**src/rtl/fifo_burst_reader.sv**
```systemverilog
// rtl/fifo_burst_reader.sv - burst read controller between synch_fifo and a valid/ready stream
//
// Pops words from a synch_fifo and replays them as bursts on a valid/ready
// master stream. A burst starts once BURST_LEN words are available, or once a
// partial amount has sat in the FIFO for TIMEOUT cycles. The burst length is
// frozen at the start of the burst.
//
// Ports:
//   clk, rst_n       clock and synchronous active-low reset
//   fifo_rden        pop request to synch_fifo (combinational)
//   fifo_rddata      pop data, valid the cycle after fifo_rden
//   fifo_empty       synch_fifo empty flag
//   fifo_data_avail  synch_fifo occupancy
//   m_valid/m_ready  stream handshake
//   m_data, m_last   stream beat data and end-of-burst marker
//   busy             high while a burst is in progress
module fifo_burst_reader #(
  parameter int FIFO_WIDTH = 32,
  parameter int FIFO_PTR   = 4,
  parameter int BURST_LEN  = 4,
  parameter int TIMEOUT    = 16
) (
  input  logic                  clk,
  input  logic                  rst_n,
  output logic                  fifo_rden,
  input  logic [FIFO_WIDTH-1:0] fifo_rddata,
  input  logic                  fifo_empty,
  input  logic [FIFO_PTR:0]     fifo_data_avail,
  output logic                  m_valid,
  input  logic                  m_ready,
  output logic [FIFO_WIDTH-1:0] m_data,
  output logic                  m_last,
  output logic                  busy
);

  localparam int CW = FIFO_PTR + 1;
  localparam logic [CW-1:0] BURST_LEN_C  = CW'(BURST_LEN);
  localparam logic [CW-1:0] ONE_C        = CW'(1);
  localparam logic [7:0]    TIMEOUT_M1_C = 8'(TIMEOUT - 1);

  typedef enum logic {
    ST_IDLE  = 1'b0,
    ST_BURST = 1'b1
  } state_t;

  state_t                  state_q, state_d;
  logic [7:0]              timer_q, timer_d;
  logic [CW-1:0]           rd_left_q, rd_left_d;
  logic [CW-1:0]           tx_left_q, tx_left_d;
  logic [1:0]              buf_count_q, buf_count_d;
  logic [FIFO_WIDTH-1:0]   buf0_q, buf0_d;
  logic [FIFO_WIDTH-1:0]   buf1_q, buf1_d;
  logic                    inflight_q, inflight_d;

  logic                    handshake;
  logic                    start_burst;
  logic                    last_hs;
  logic [CW-1:0]           burst_len;
  logic [2:0]              occ_after;

  // Shared decode used by both the FSM and the datapath.
  always_comb begin
    handshake   = (buf_count_q != 2'd0) & m_ready;
    start_burst = (state_q == ST_IDLE) &
                  ((fifo_data_avail >= BURST_LEN_C) |
                   ((timer_q == TIMEOUT_M1_C) & ~fifo_empty));
    burst_len   = (fifo_data_avail >= BURST_LEN_C) ? BURST_LEN_C : fifo_data_avail;
    last_hs     = handshake & (tx_left_q == ONE_C);
    // Words that will still be held after this cycle's pop; a new read is
    // allowed only if it cannot push the total past two.
    occ_after   = {1'b0, buf_count_q} + {2'b00, inflight_q} - {2'b00, handshake};
  end

  // FSM: state register.
  always_ff @(posedge clk) begin
    if (!rst_n) begin
      state_q <= ST_IDLE;
    end else begin
      state_q <= state_d;
    end
  end

  // FSM: next state.
  always_comb begin
    state_d = state_q;
    case (state_q)
      ST_IDLE:  if (start_burst) state_d = ST_BURST;
      ST_BURST: if (last_hs)     state_d = ST_IDLE;
      default:  state_d = ST_IDLE;
    endcase
  end

  // FSM: outputs. The read request is gated by reset so nothing is popped
  // from the FIFO during a reset cycle.
  always_comb begin
    busy      = (state_q == ST_BURST);
    fifo_rden = rst_n & (state_q == ST_BURST) & (rd_left_q != '0) &
                ~fifo_empty & (occ_after < 3'd2);
    m_valid   = (buf_count_q != 2'd0);
    m_data    = buf0_q;
    m_last    = (buf_count_q != 2'd0) & (tx_left_q == ONE_C);
  end

  // Datapath next-state: idle timer, beat counters and the two-entry skid
  // buffer. buf0 is always the head, so m_data only moves on a pop or when an
  // empty buffer is filled.
  always_comb begin
    timer_d     = timer_q;
    rd_left_d   = rd_left_q;
    tx_left_d   = tx_left_q;
    buf_count_d = buf_count_q;
    buf0_d      = buf0_q;
    buf1_d      = buf1_q;
    inflight_d  = fifo_rden;

    if (state_q == ST_IDLE) begin
      if (start_burst || fifo_empty) begin
        timer_d = 8'd0;
      end else begin
        timer_d = timer_q + 8'd1;
      end
    end else begin
      timer_d = 8'd0;
    end

    if (start_burst) begin
      rd_left_d = burst_len;
      tx_left_d = burst_len;
    end else begin
      if (fifo_rden) rd_left_d = rd_left_q - ONE_C;
      if (handshake) tx_left_d = tx_left_q - ONE_C;
    end

    case ({inflight_q, handshake})
      2'b10: begin
        if (buf_count_q == 2'd0) buf0_d = fifo_rddata;
        else                     buf1_d = fifo_rddata;
        buf_count_d = buf_count_q + 2'd1;
      end
      2'b01: begin
        buf0_d      = buf1_q;
        buf_count_d = buf_count_q - 2'd1;
      end
      2'b11: begin
        // Push and pop together: count is unchanged, the head advances.
        if (buf_count_q == 2'd1) begin
          buf0_d = fifo_rddata;
        end else begin
          buf0_d = buf1_q;
          buf1_d = fifo_rddata;
        end
      end
      default: ;
    endcase
  end

  always_ff @(posedge clk) begin
    if (!rst_n) begin
      timer_q     <= 8'd0;
      rd_left_q   <= '0;
      tx_left_q   <= '0;
      buf_count_q <= 2'd0;
      buf0_q      <= '0;
      buf1_q      <= '0;
      inflight_q  <= 1'b0;
    end else begin
      timer_q     <= timer_d;
      rd_left_q   <= rd_left_d;
      tx_left_q   <= tx_left_d;
      buf_count_q <= buf_count_d;
      buf0_q      <= buf0_d;
      buf1_q      <= buf1_d;
      inflight_q  <= inflight_d;
    end
  end

endmodule

```
**config.mk**
```make
export PLATFORM = sky130hd
export DESIGN_NAME = fifo_burst_reader
export DESIGN_NICKNAME = d
export VERILOG_FILES = /design/src/rtl/fifo_burst_reader.sv
export SDC_FILE = /design/constraint.sdc
export NUM_CORES = 1
export LEC_CHECK = 0
export CAP_MARGIN = 10
export CORE_UTILIZATION = 45
export DETAILED_ROUTE_END_ITERATION = 8
export PLACE_DENSITY = 0.79
export SETUP_SLACK_MARGIN = 0.4
export SYNTH_ARGS = -nofsm -noshare
export SYNTH_HDL_FRONTEND = slang
export SYNTH_SLANG_ARGS = --single-unit
export TNS_END_PERCENT = 50
```
**constraint.sdc**
```tcl
create_clock -name clk -period 5.27 [get_ports clk]
set_input_delay 0.7905 -clock clk [delete_from_list [all_inputs] [get_ports clk]]
set_output_delay 0.7905 -clock clk [all_outputs]
set_load 0.03 [all_outputs]
```
**Register map, names as in the netlist**

Scale: 4 px per um. Other sequential cells in the stronger gray, the rest of the logic in the fainter gray.
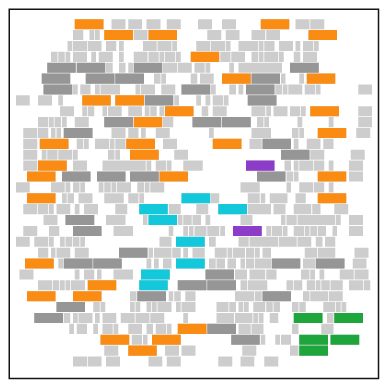
m_data: drawn in orange, placed flops 32, where widely spread. buf_count_q: drawn in purple, placed flops 2. timer_q: drawn in cyan, placed flops 8, where center. tx_left_q: drawn in green, placed flops 5, where lower right.
Another 39 sequential cells are not colored.
sequential cell power: 0.866 mW
Flop area: 1720 um2
final core occ: 0.603
fraction of area in registers: 0.368

**Placement by cell class**

Scale: 4 px per um. Fill, decap, tap and diode cells in gray.
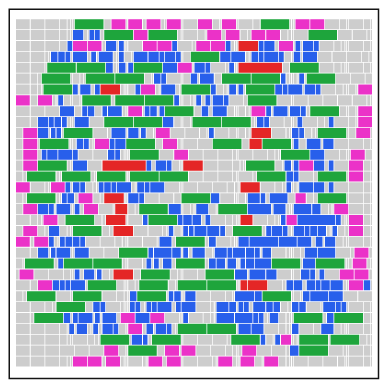
remaining logic cells: drawn in blue, cells 298, share of their area 40%. clock drivers and dummy loads: drawn in red, cells 16, share of their area 5.0%. remaining buffers and delay cells: drawn in magenta, cells 79, share of their area 17%. registers: drawn in green, cells 86, share of their area 38%.
num rows: 32
core area: 7770 um2
Final Cell Area: 4680 um2

**Routing congestion**

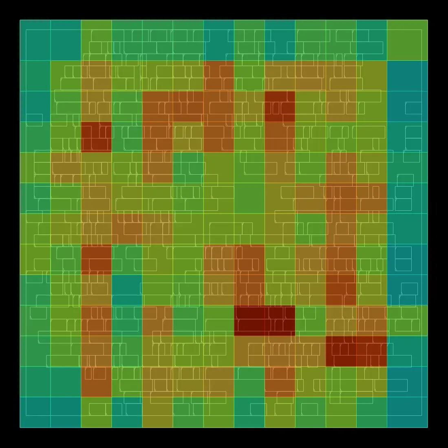
GR peak layer: met2
met3 Track Usage GR: 0.0415

**Floorplan with the power grid**

Scale: 4 px per um. Pins as bars on the die edge.
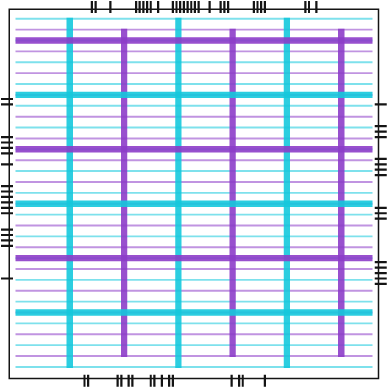
VSS: drawn in cyan. VDD: drawn in purple.
6 straps on met5. 33 met1 rails follow the rows. 6 straps on met4. 77 signal pins sit on the boundary.
Die H: 92.0 um
highest ir drop seen on vdd: 0.230 mV
Die X: 92.0 um

**Clock wires, drivers and flops**

Scale: 6 px per um.
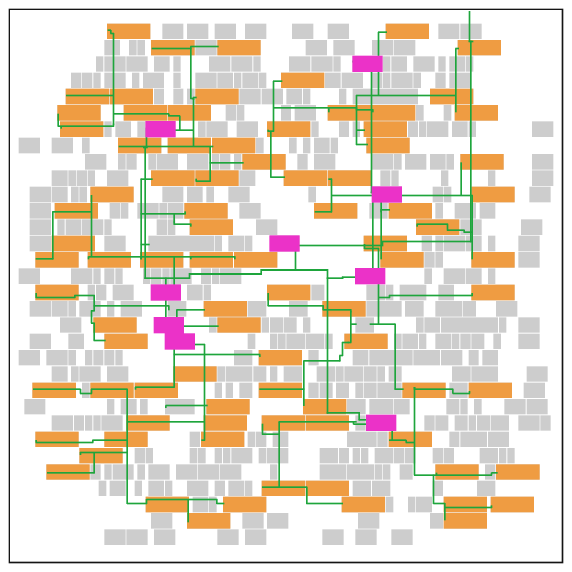
flip-flops: drawn in orange, count 86. clock-net drivers: drawn in magenta, count 9. clock wires: drawn in green, length 1,010 um.
There are 10 routed clock nets. Position of the flops: widely spread.
clock share of power: 0.222
skew final: 0.0102 ns
Clk power: 0.525 mW

-- what timing repair did --
item,4_1_cts,5_1_grt
setup buffers,0,0
setup endpoints to repair,0,1
hold buffers,0,0
hold endpoints to repair,0,0
gates resized,0,1
-- registers in the layout, summed over array words and instances, names as in the netlist --
register and count:
busy 1, timer_q 8, inflight_q 1, rd_left_q 5
tx_left_q 5, buf1_q 32, buf_count_q 2, m_data 32
-- per-stage QoR --
step / hold slack (ns) / area [um2] / total power, mW / setup WS [ns]
after floorplan: 0.413 / 3640 / 1.51 / 1.99
after global placement: 0.424 / 4450 / 1.83 / 0.656
after detailed placement: 0.432 / 4450 / 1.86 / 0.606
after CTS: 0.446 / 4670 / 2.39 / 0.593
after global routing: 0.476 / 4680 / 2.51 / 0.446
final: 0.439 / 4680 / 2.37 / 0.606
-- power groups by stage --
| stage | Clock, mW | Combinational, mW | Sequential [mW] |
|---|---|---|---|
| 2_1_floorplan | 0 | 0.416 | 1.09 |
| 3_3_place_gp | 0 | 0.961 | 0.873 |
| 3_5_place_dp | 0 | 0.978 | 0.880 |
| 4_1_cts | 0.540 | 0.982 | 0.866 |
| 5_1_grt | 0.565 | 1.06 | 0.885 |
| 6_report | 0.525 | 0.978 | 0.866 |
-- layer usage --
metal  vias up  track usage
met5         -            0
met4         0       0.0951
met3        10       0.0415
met2        64        0.328
met1      1410        0.226
li1       1552            -
-- final cells by class --
class                           instances  area [um2]
Fill cell                             671        3090
Clock inverter                          6        91.3
Clock buffer                           10         138
Multi-Input combinational cell        289        1790
Tap cell                              102         128
Sequential cell                        86        1720
Timing Repair Buffer                   79         783
Inverter                                9        33.8
==> reports/metrics.cfg <==
[run_status]
status = finished, final reports clean

[final_layout]
mostFrequentLayoutCells = 86 x dfxtp_1, 76 x clkdlybuf4s50_1, 70 x nand2_1, 49 x nor2_1, 35 x a21oi_1
layout.cells.most_common = dfxtp_1
fin_cells = 581
drive_above_1_share = 0.0626

[clocking]
cts_buffer_depth = 2

[setup_path]
critPathCapture = fifo_rden
crit_slowest_cell = clkdlybuf4s50_1
cp_data_required_time_ns = 4.48
r2r_setup_slack_ns = 2.05
cpPeakStageDelay_ns = 0.67
cp-startpoint = m_ready
critical_path_depth = 8
cp_num_buf_inv = 2
critical_path_class = in -> out

[placed_design]
globalplace.congestion = 0.819
io_buffers = 76
dp_hpwl_um = 5100

[worst_hold_path]
min_delay_worst_endpoint = timer_q[0]
hp-class = reg -> reg

[synthesis]
yosysTopAreaCellShare = 0.473
synthArstFlopShare = 0
synthMuxAreaShare = 0.0880
synthCells = 411
ys_warn_count = 0

[timing]
worst_pin_slew_ns = 1.11
drv_slew = 0
hold_viol = 0

[power_and_ir_drop]
seqPwrFrac = 0.366
p_sw_frac = 0.371
p_sw_mw = 0.880

[floorplan]
die-area_um2 = 8450
fp_util = 0.469

[routing]
wire_per_inst_um = 13.5
met1Wirelength_um = 3530

[global_routing]
grt_pass1_vias = 2884

No activity file was given, so power comes from the tool's default toggle rates.
